`src/rtl/imem_fetch.sv`:
```
// imem_fetch: instruction memory with a NOP-clear sequence, a program-load mode
// and a one-cycle-latency valid/ready fetch port with flush support.
//
// Ports:
//   clk, rst_n                    - clock, async active-low reset
//   load_en, load_we,             - program-load mode request, write strobe,
//   load_addr, load_data            byte address and instruction word
//   req_valid, req_pc, req_ready  - fetch request handshake
//   rsp_valid, rsp_ready,         - registered fetch response handshake,
//   rsp_instr, rsp_pc, rsp_fault    fetched word, its PC, misaligned/out-of-range
//   flush                         - drop the pending response, block requests
//   state_o                       - CLEAR=0, RUN=1, LOAD=2
module imem_fetch #(
    parameter int          DEPTH     = 64,
    parameter logic [31:0] NOP_INSTR = 32'h0000_0013
) (
    input  logic        clk,
    input  logic        rst_n,
    input  logic        load_en,
    input  logic        load_we,
    input  logic [31:0] load_addr,
    input  logic [31:0] load_data,
    input  logic        req_valid,
    input  logic [31:0] req_pc,
    output logic        req_ready,
    output logic        rsp_valid,
    input  logic        rsp_ready,
    output logic [31:0] rsp_instr,
    output logic [31:0] rsp_pc,
    output logic        rsp_fault,
    input  logic        flush,
    output logic [1:0]  state_o
);

    localparam int          AW        = $clog2(DEPTH);
    localparam logic [31:0] MEM_BYTES = 32'(4 * DEPTH);

    typedef enum logic [1:0] {
        CLEAR = 2'd0,
        RUN   = 2'd1,
        LOAD  = 2'd2
    } state_e;

    state_e        state_q, state_d;
    logic [AW-1:0] clr_cnt_q, clr_cnt_d;
    logic          rsp_valid_q, rsp_valid_d;
    logic [31:0]   rsp_instr_q, rsp_instr_d;
    logic [31:0]   rsp_pc_q, rsp_pc_d;
    logic          rsp_fault_q, rsp_fault_d;

    // Not reset: contents are defined by the CLEAR sweep alone.
    logic [31:0]   mem_q [DEPTH];

    logic          mem_we;
    logic [AW-1:0] mem_waddr;
    logic [31:0]   mem_wdata;

    logic          req_ok;
    logic          load_ok;
    logic          rsp_free;
    logic          req_hs;
    logic [AW-1:0] req_idx;
    logic [AW-1:0] load_idx;

    assign req_ok   = (req_pc[1:0] == 2'b00) && (req_pc < MEM_BYTES);
    assign load_ok  = (load_addr[1:0] == 2'b00) && (load_addr < MEM_BYTES);
    assign req_idx  = req_pc[AW+1:2];
    assign load_idx = load_addr[AW+1:2];

    // Response slot is free after this edge if empty or being consumed.
    assign rsp_free  = ~rsp_valid_q | rsp_ready;
    assign req_ready = (state_q == RUN) & ~load_en & ~flush & rsp_free;
    assign req_hs    = req_valid & req_ready;

    always_comb begin
        state_d   = state_q;
        clr_cnt_d = clr_cnt_q;
        mem_we    = 1'b0;
        mem_waddr = '0;
        mem_wdata = load_data;
        unique case (state_q)
            CLEAR: begin
                mem_we    = 1'b1;
                mem_waddr = clr_cnt_q;
                mem_wdata = NOP_INSTR;
                clr_cnt_d = clr_cnt_q + 1'b1;
                if (clr_cnt_q == AW'(DEPTH - 1)) begin
                    state_d   = RUN;
                    clr_cnt_d = '0;
                end
            end
            RUN: begin
                // Enter LOAD only once no response survives this edge.
                if (load_en && (rsp_free || flush)) begin
                    state_d = LOAD;
                end
            end
            LOAD: begin
                mem_we    = load_we & load_ok;
                mem_waddr = load_idx;
                if (!load_en) begin
                    state_d = RUN;
                end
            end
            default: state_d = CLEAR;
        endcase
    end

    always_comb begin
        rsp_valid_d = rsp_valid_q;
        rsp_instr_d = rsp_instr_q;
        rsp_pc_d    = rsp_pc_q;
        rsp_fault_d = rsp_fault_q;
        if (flush) begin
            rsp_valid_d = 1'b0;
        end else if (req_hs) begin
            rsp_valid_d = 1'b1;
            rsp_pc_d    = req_pc;
            rsp_fault_d = ~req_ok;
            rsp_instr_d = req_ok ? mem_q[req_idx] : NOP_INSTR;
        end else if (rsp_ready) begin
            rsp_valid_d = 1'b0;
        end
    end

    always_ff @(posedge clk or negedge rst_n) begin
        if (!rst_n) begin
            state_q     <= CLEAR;
            clr_cnt_q   <= '0;
            rsp_valid_q <= 1'b0;
            rsp_instr_q <= NOP_INSTR;
            rsp_pc_q    <= '0;
            rsp_fault_q <= 1'b0;
        end else begin
            state_q     <= state_d;
            clr_cnt_q   <= clr_cnt_d;
            rsp_valid_q <= rsp_valid_d;
            rsp_instr_q <= rsp_instr_d;
            rsp_pc_q    <= rsp_pc_d;
            rsp_fault_q <= rsp_fault_d;
        end
    end

    always_ff @(posedge clk) begin
        if (mem_we) begin
            mem_q[mem_waddr] <= mem_wdata;
        end
    end

    assign rsp_valid = rsp_valid_q;
    assign rsp_instr = rsp_instr_q;
    assign rsp_pc    = rsp_pc_q;
    assign rsp_fault = rsp_fault_q;
    assign state_o   = state_q;

endmodule

```
`config.mk`:
```
export PLATFORM = sky130hd
export DESIGN_NAME = imem_fetch
export DESIGN_NICKNAME = d
export VERILOG_FILES = /design/src/rtl/imem_fetch.sv
export SDC_FILE = /design/constraint.sdc
export NUM_CORES = 2
export LEC_CHECK = 0
export CAP_MARGIN = 10
export CORE_MARGIN = 2
export CORE_UTILIZATION = 25
export DETAILED_ROUTE_END_ITERATION = 10
export PLACE_DENSITY_LB_ADDON = 0.12
export REMOVE_ABC_BUFFERS = 1
export SETUP_SLACK_MARGIN = 0.1
export SLEW_MARGIN = 0
export SYNTH_ARGS = -nofsm -noshare
export SYNTH_HDL_FRONTEND = slang
export SYNTH_SLANG_ARGS = --single-unit
```
`constraint.sdc`:
```
create_clock -name clk -period 4.95 [get_ports clk]
set_clock_uncertainty 0.05 [all_clocks]
set_input_delay 0.99 -clock clk [delete_from_list [all_inputs] [get_ports clk]]
set_output_delay 0.99 -clock clk [all_outputs]
set_load 0.1 [all_outputs]
```
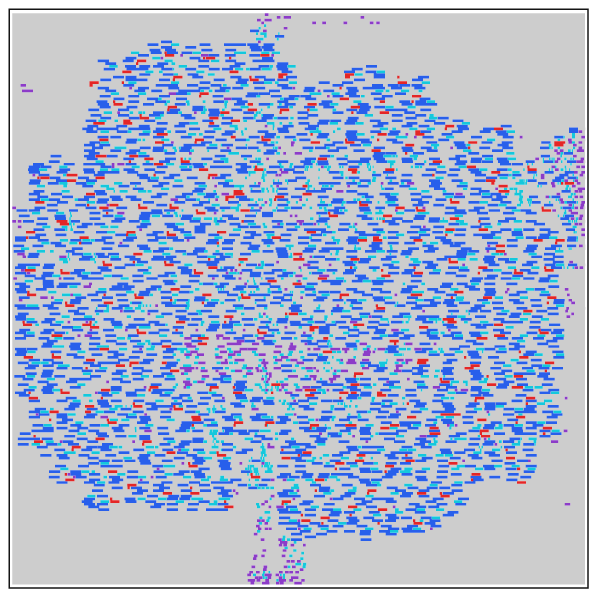
Figure 1: cell classes on the final placement.
Drawn at 1 px/µm. Fill, decap, tap and diode cells in gray.
combinational and other logic: drawn in cyan, cells 1507, share of their area 19%. sequential cells: drawn in blue, cells 2122, share of their area 67%. remaining buffers and delay cells: drawn in purple, cells 467, share of their area 5.6%. clock drivers and dummy loads: drawn in red, cells 430, share of their area 7.8%.

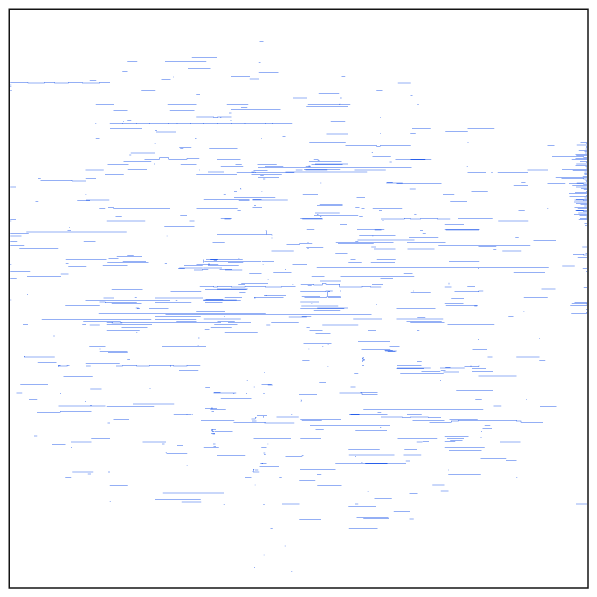
Figure 2: signal wires on met3.
Drawn at 1 px/µm.
The layer carries 12000 µm of wire. The longest straight run is 232 µm. The layer holds 4.2% of the routed length. The wires run mostly horizontal.
met3 GRT Util: 1.97%
detailed-route wire length: 288 mm
DR vias: 41697

==> out/results.ini <==
[power_and_ir_drop]
p_per_area_nw_per_um2 = 471
peakVddDrop_uv = 305
leakage_uw = 0.0317

[logic_synthesis]
area_leaders = edfxtp_1 (75%), mux4_2 (13%), mux2i_1 (3.1%), dfrtp_1 (2.2%), nand2_1 (0.89%)
synth.yosys.seq_area_share_pct = 77.1
post_synth_num_cell_types = 56
syn_area_um2 = 82100

[place]
portBuffers = 171
dpl.hpwl_mm = 176
place_congestion = 0.776
placed_cell_area_um2 = 92100

[run_status]
outcome = finished, final reports clean

[cts]
htreeDepth = 4
cts_setup_buffers = 0

[worst_setup_path]
cpPeakStageDelay_ps = 1290
start_kind = flop
cp.buffers_inverters = 1
endpoint_kind = primary output
worst_path_max_delay_cell = clkdlybuf4s50_1
cp_cell_sequence = clkdlybuf4s50_1

[route]
met2WireLength_mm = 140
met3_length_mm = 12.0
drtPass1Iterations = 8
top_layer = met5
drcViolationCount = 0

[die]
ios = 172
chipArea_um2 = 333000
coreArea_um2 = 327000
die_height_um = 577

[layout]
stdcell_area_um2 = 99400
nNetsFinal = 4440
drive_gt1_share_pct = 27.5
combGateArea_um2 = 18000

[timing]
slew_headroom_pct = 21.0
hold_violations = 0
tightestPinTransition_ps = 1170

[flow_run]
drv_cap = 0
warnings = 26

[grt]
antenna_found_initial = 23
grt_overflow = 0
grt_pass1_vias = 42958
grt_max_degree = 65

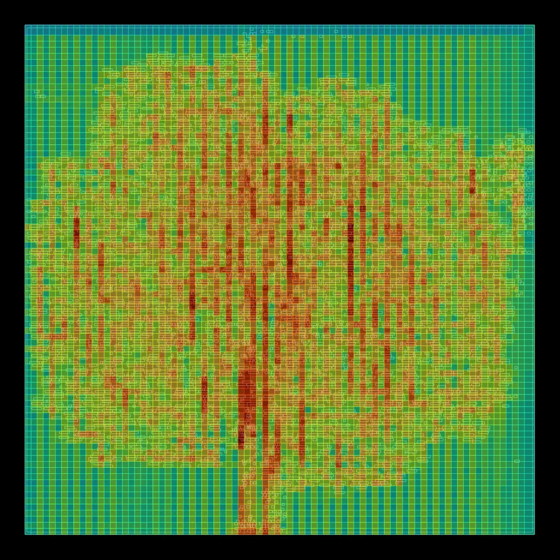
Figure 3: routing congestion.
wire per inst: 32.4 µm
Top Usage Layer GRT: met2
GR Util met1: 24.0%
all-layer global routing usage: 17.1%
GR Layer Usage met2: 28.5%

==> cells in the mapped netlist (45+ instances only) <==
cell type and n:
mux2i_1 257, nor2_1 91, buf_2 58, mux4_2 457, buf_4 45, mux2_2 52, o21ai_0 45, edfxtp_1 2048
a22oi_1 74, nand2_1 194, dfrtp_1 71, nand3_1 45, clkbuf_1 63
==> power by group <==
| part | switching [µW] | leakage (µW) | internal, µW |
|---|---|---|---|
| Clock | 7220 | 0.00360 | 9740 |
| Sequential | 301 | 0.0196 | 22200 |
| Combinational | 5730 | 0.00846 | 1710 |
| Total | 13200 | 0.0317 | 33600 |
==> metal layers <==
layer,up-vias,track usage [%]
li1,17028,-
met1,23257,24.0
met2,1090,28.5
met3,320,1.97
met4,2,3.77
met5,-,0
==> cell type report <==
cell class | instances | area share (%)
Antenna cell | 10 | 0.0252
Clock buffer | 318 | 6.44
Clock inverter | 112 | 0.942
Inverter | 6 | 0.0226
Multi-Input combinational cell | 1501 | 18.1
Sequential cell | 2122 | 63.7
Tap cell | 4346 | 5.47
Timing Repair Buffer | 467 | 5.27
==> sequential cells by signal (all words and copies together) (netlist names) <==
signal     cells
mem_q       2048
rsp_instr     32
rsp_pc        32
clr_cnt_q      6
state_o        2
rsp_fault      1
rsp_valid      1
==> stage by stage <==
| step | util [%] | cells | power [µW] | hold slack, ps | setup slack, ps |
|---|---|---|---|---|---|
| 5_1_grt | 30.4 | 8872 | 48500 | 243 | 761 |
| 2_1_floorplan | - | 3629 | 26200 | 409 | 285 |
| 3_5_place_dp | 28.1 | 8442 | 30500 | 411 | 580 |
| 3_3_place_gp | 28.1 | 8442 | 30500 | 409 | 542 |
| 6_report | 30.4 | 8882 | 46900 | 247 | 754 |
| 4_1_cts | 30.4 | 8872 | 47600 | 206 | 657 |
==> cell families after synthesis <==
family | Yosys count | share of synthesized area [%]
DFF | 2122 | 77.1
muxes | 766 | 16.4
and+or+nand+nor | 434 | 2.37
AOI/OAI and AO/OA | 298 | 2.41
buffers and inverters | 221 | 1.68
xor gates and xnor gates | 2 | 0.0213
adders and majority gates | 1 | 0.0152
==> final timing paths <==
| path | from | endpoint | slack [ps] | depth (start not counted) |
|---|---|---|---|---|
| max in group asynchronous | rst_n | rsp_pc[16] | 3490 | 2 |
| worst max-delay path | state_o[0] | state_o[0] | 750 | 1 |
| worst min register to register | rsp_pc[12] | rsp_pc[12] | 420 | 2 |
| worst min-delay path | rst_n | rsp_instr[7] | 250 | 1 |
| min in group clk | rsp_pc[12] | rsp_pc[12] | 420 | 2 |
| worst max register to register | state_o[0] | rsp_instr[0] | 1410 | 7 |
Power figures rest on the tool's default switching activity, not on a simulated workload.
